Figure 1. Wires at chosen ports, followed through buffers.
Scale: 3 px per um.
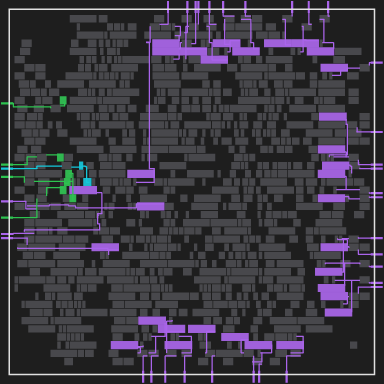
Figure 2. Routed metal, one colour a layer.
Scale: 4 px per um. Two of the layers only.
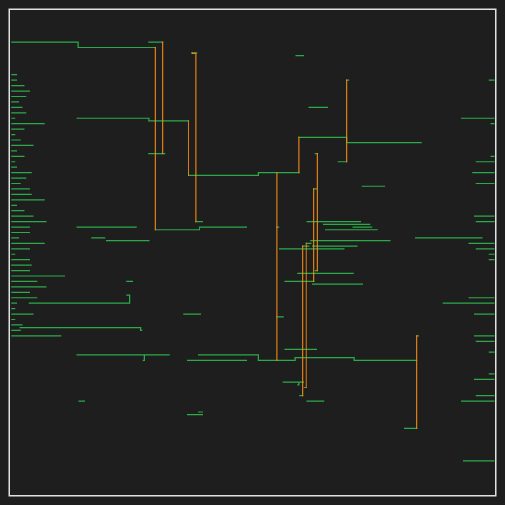
Figure 3. A small window of the routed layout.
Window x 81 to 101, y 81 to 101 um. Cells in grey, sequential cells in the stronger grey; small squares are vias.
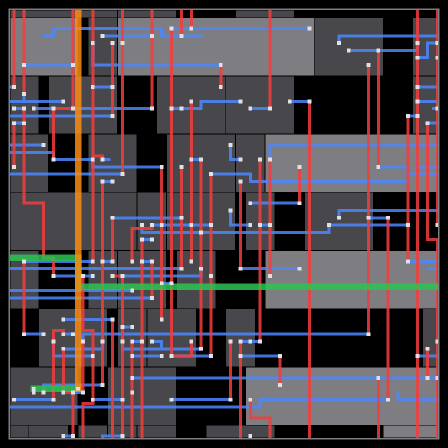
Figure 4. Metal 2.
Scale: 3 px per um. Cells faint in the background.
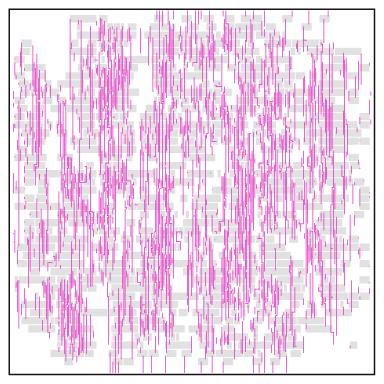
--- config.mk ---
export PLATFORM = sky130hd
export DESIGN_NAME = rv32_io_responder
export DESIGN_NICKNAME = d
export VERILOG_FILES = /design/src/rtl/rv32_io_responder.sv
export SDC_FILE = /design/constraint.sdc
export NUM_CORES = 1
export LEC_CHECK = 0
export CAP_MARGIN = 20
export CORE_UTILIZATION = 50
export CTS_CLUSTER_DIAMETER = 30
export DETAILED_ROUTE_END_ITERATION = 16
export PLACE_DENSITY_LB_ADDON = 0.12
export SLEW_MARGIN = 20
export SYNTH_ARGS = -nofsm -noshare
export SYNTH_HDL_FRONTEND = slang
export SYNTH_SLANG_ARGS = --single-unit
--- constraint.sdc ---
create_clock -name clk -period 7.7 [get_ports clk]
set_clock_uncertainty 0.05 [all_clocks]
set_input_delay 2.31 -clock clk [delete_from_list [all_inputs] [get_ports clk]]
set_output_delay 2.31 -clock clk [all_outputs]
set_load 0.02 [all_outputs]
--- src/rtl/rv32_io_responder.sv ---
// Memory-mapped IO responder for the MEM stage: LED register, debounced push-key with sticky press, prescaled timer with compare match.
// Latency: writes land on the next clk edge; io_rdata is registered and valid one cycle after io_re, like the data RAM.
// Backpressure: none; every io_re/io_we strobe completes in its own cycle, and accesses outside the window are ignored.
module rv32_io_responder #(
    parameter logic [31:0] IO_BASE         = 32'h0001_0000,
    parameter int unsigned DEBOUNCE_CYCLES = 1000,
    parameter int unsigned PRESCALE        = 10
) (
    input  logic        clk,
    input  logic        reset,
    input  logic [31:0] io_addr,
    input  logic        io_re,
    input  logic        io_we,
    input  logic [3:0]  io_be,
    input  logic [31:0] io_wdata,
    output logic [31:0] io_rdata,
    input  logic        PUSH_KEY,
    output logic [3:0]  LEDS,
    output logic        event_pend
);

    // Debounce counter only has to reach DEBOUNCE_CYCLES-1.
    localparam int unsigned DB_W = (DEBOUNCE_CYCLES > 1) ? $clog2(DEBOUNCE_CYCLES) : 1;
    localparam logic [DB_W-1:0] DB_LAST = DB_W'(DEBOUNCE_CYCLES - 1);
    localparam logic [15:0]     PS_LAST = 16'(PRESCALE - 1);

    localparam logic [2:0] OFF_LED     = 3'd0;
    localparam logic [2:0] OFF_STATUS  = 3'd1;
    localparam logic [2:0] OFF_COUNT   = 3'd2;
    localparam logic [2:0] OFF_COMPARE = 3'd3;
    localparam logic [2:0] OFF_CTRL    = 3'd4;

    logic            hit;
    logic [2:0]      off;
    logic            rd_hit;
    logic            wr_hit;
    logic            led_wr;
    logic            cmp_wr;
    logic            ctrl_wr;
    logic            stat_rd;
    logic            timer_clr;

    logic            key_meta;
    logic            key_sync;
    logic            key_stable;
    logic [DB_W-1:0] db_cnt;
    logic            press_evt;

    logic [3:0]      led_q;
    logic [31:0]     compare_q;
    logic            timer_en;
    logic [15:0]     presc;
    logic [31:0]     count_q;
    logic            tick;
    logic            match_evt;

    logic            sticky_press;
    logic            sticky_match;
    logic [31:0]     rd_val;

    // Byte lane within a word is irrelevant to this word-only register file.
    logic            unused_addr_bits;
    assign unused_addr_bits = ^io_addr[1:0];

    // Address decode: 32-byte window, word offset from bits [4:2].
    assign hit       = (io_addr[31:5] == IO_BASE[31:5]);
    assign off       = io_addr[4:2];
    assign rd_hit    = io_re & hit;
    assign wr_hit    = io_we & hit;
    assign led_wr    = wr_hit & (off == OFF_LED)  & io_be[0];
    assign cmp_wr    = wr_hit & (off == OFF_COMPARE);
    assign ctrl_wr   = wr_hit & (off == OFF_CTRL) & io_be[0];
    assign stat_rd   = rd_hit & (off == OFF_STATUS);
    assign timer_clr = ctrl_wr & io_wdata[1];

    // Two-flop synchroniser for the asynchronous key input.
    always_ff @(posedge clk or negedge reset) begin
        if (!reset) begin
            key_meta <= 1'b0;
            key_sync <= 1'b0;
        end else begin
            key_meta <= PUSH_KEY;
            key_sync <= key_meta;
        end
    end

    // Debounce: accept the synchronised level once it has differed for DEBOUNCE_CYCLES cycles in a row.
    always_ff @(posedge clk or negedge reset) begin
        if (!reset) begin
            key_stable <= 1'b0;
            db_cnt     <= '0;
        end else if (key_sync == key_stable) begin
            db_cnt <= '0;
        end else if (db_cnt == DB_LAST) begin
            key_stable <= key_sync;
            db_cnt     <= '0;
        end else begin
            db_cnt <= db_cnt + DB_W'(1);
        end
    end

    // A press is the edge on which the debounced level goes 0 -> 1.
    assign press_evt = key_sync & ~key_stable & (db_cnt == DB_LAST);

    // LED register, low nibble of byte lane 0 only.
    always_ff @(posedge clk or negedge reset) begin
        if (!reset) begin
            led_q <= 4'h0;
        end else if (led_wr) begin
            led_q <= io_wdata[3:0];
        end
    end

    // Compare register with per-byte write enables.
    always_ff @(posedge clk or negedge reset) begin
        if (!reset) begin
            compare_q <= 32'h0;
        end else if (cmp_wr) begin
            for (int b = 0; b < 4; b++) begin
                if (io_be[b]) begin
                    compare_q[8*b +: 8] <= io_wdata[8*b +: 8];
                end
            end
        end
    end

    assign tick = timer_en & (presc == PS_LAST);

    // Timer: enable bit, prescaler and count; a clear request overrides a coincident tick.
    always_ff @(posedge clk or negedge reset) begin
        if (!reset) begin
            timer_en <= 1'b0;
            presc    <= 16'h0;
            count_q  <= 32'h0;
        end else begin
            if (ctrl_wr) begin
                timer_en <= io_wdata[0];
            end
            if (timer_clr) begin
                presc   <= 16'h0;
                count_q <= 32'h0;
            end else if (tick) begin
                presc   <= 16'h0;
                count_q <= count_q + 32'd1;
            end else if (timer_en) begin
                presc <= presc + 16'd1;
            end
        end
    end

    // Match fires only when the count steps onto COMPARE, never on a static equality.
    assign match_evt = tick & ~timer_clr & ((count_q + 32'd1) == compare_q);

    // Sticky event bits: cleared by a STATUS read unless a new event lands on the same edge.
    always_ff @(posedge clk or negedge reset) begin
        if (!reset) begin
            sticky_press <= 1'b0;
            sticky_match <= 1'b0;
        end else if (stat_rd) begin
            sticky_press <= press_evt;
            sticky_match <= match_evt;
        end else begin
            sticky_press <= sticky_press | press_evt;
            sticky_match <= sticky_match | match_evt;
        end
    end

    // Read mux over the pre-edge register values; reserved offsets read zero.
    always_comb begin
        rd_val = 32'h0;
        case (off)
            OFF_LED:     rd_val = {28'h0, led_q};
            OFF_STATUS:  rd_val = {29'h0, sticky_match, sticky_press, key_stable};
            OFF_COUNT:   rd_val = count_q;
            OFF_COMPARE: rd_val = compare_q;
            OFF_CTRL:    rd_val = {31'h0, timer_en};
            default:     rd_val = 32'h0;
        endcase
    end

    // Registered read data, holding its value between hits.
    always_ff @(posedge clk or negedge reset) begin
        if (!reset) begin
            io_rdata <= 32'h0;
        end else if (rd_hit) begin
            io_rdata <= rd_val;
        end
    end

    assign LEDS       = led_q;
    assign event_pend = sticky_press | sticky_match;

endmodule

==> flow_metrics.tcl <==
# place-and-route summary
set metrics [dict create \
    status "finished clean" \
    htreeDepth 4 \
    vias_per_cell 5.64 \
    ys_sh_simple_pct 20.7 \
    async_flop_share_pct 100 \
    hold_viol 0 \
    min_from "key_meta" \
    edf_count 0 \
    top_usage_layer "met2" \
    syn-num-nets 812 \
    clkCellAreaFrac_pct 6.26 \
    path_clk_slew_ns 0.05 \
    ctsResizeCount 0 \
    dr.pass1.iters 5 \
    fp-utilization_pct 51.2 \
    layout_top_cells "132 x dfrtp_1, 106 x clkdlybuf4s50_1, 85 x nor2_1" \
    route.met2.wl_um 8420 \
    sh_comb_area_pct 40.6 \
    drt-met1-wl_um 7510 \
    yosys_warnings 0 \
]
## Picture notes: Figure 1
Purple is `io_rdata`, bits 32, direction output, edge 11 east, 10 north, 8 south, 3 west, end cells 32, wire 721 um. Green is `io_be`, bits 4, direction input, edge west, end cells 6, wire 87.1 um. Cyan is `io_re`, bits 1, direction input, edge west, end cells 2, wire 29.4 um.

## Picture notes: Figure 2
Green is M3, wire length 835 um. Orange is M4, wire length 355 um.

## Picture notes: Figure 3
Green is M3. Red is M2. Orange is M4. Blue is M1.
29 logic cells have their middle in the window. Most frequent: nor2_1 (6), xor2_1 (5). Netlist names of flops here include `count_q` (4). Sequential cells in the window: 4.

## Picture notes: Figure 4
The longest straight run is 51.3 um. 763 nets have wire on it.

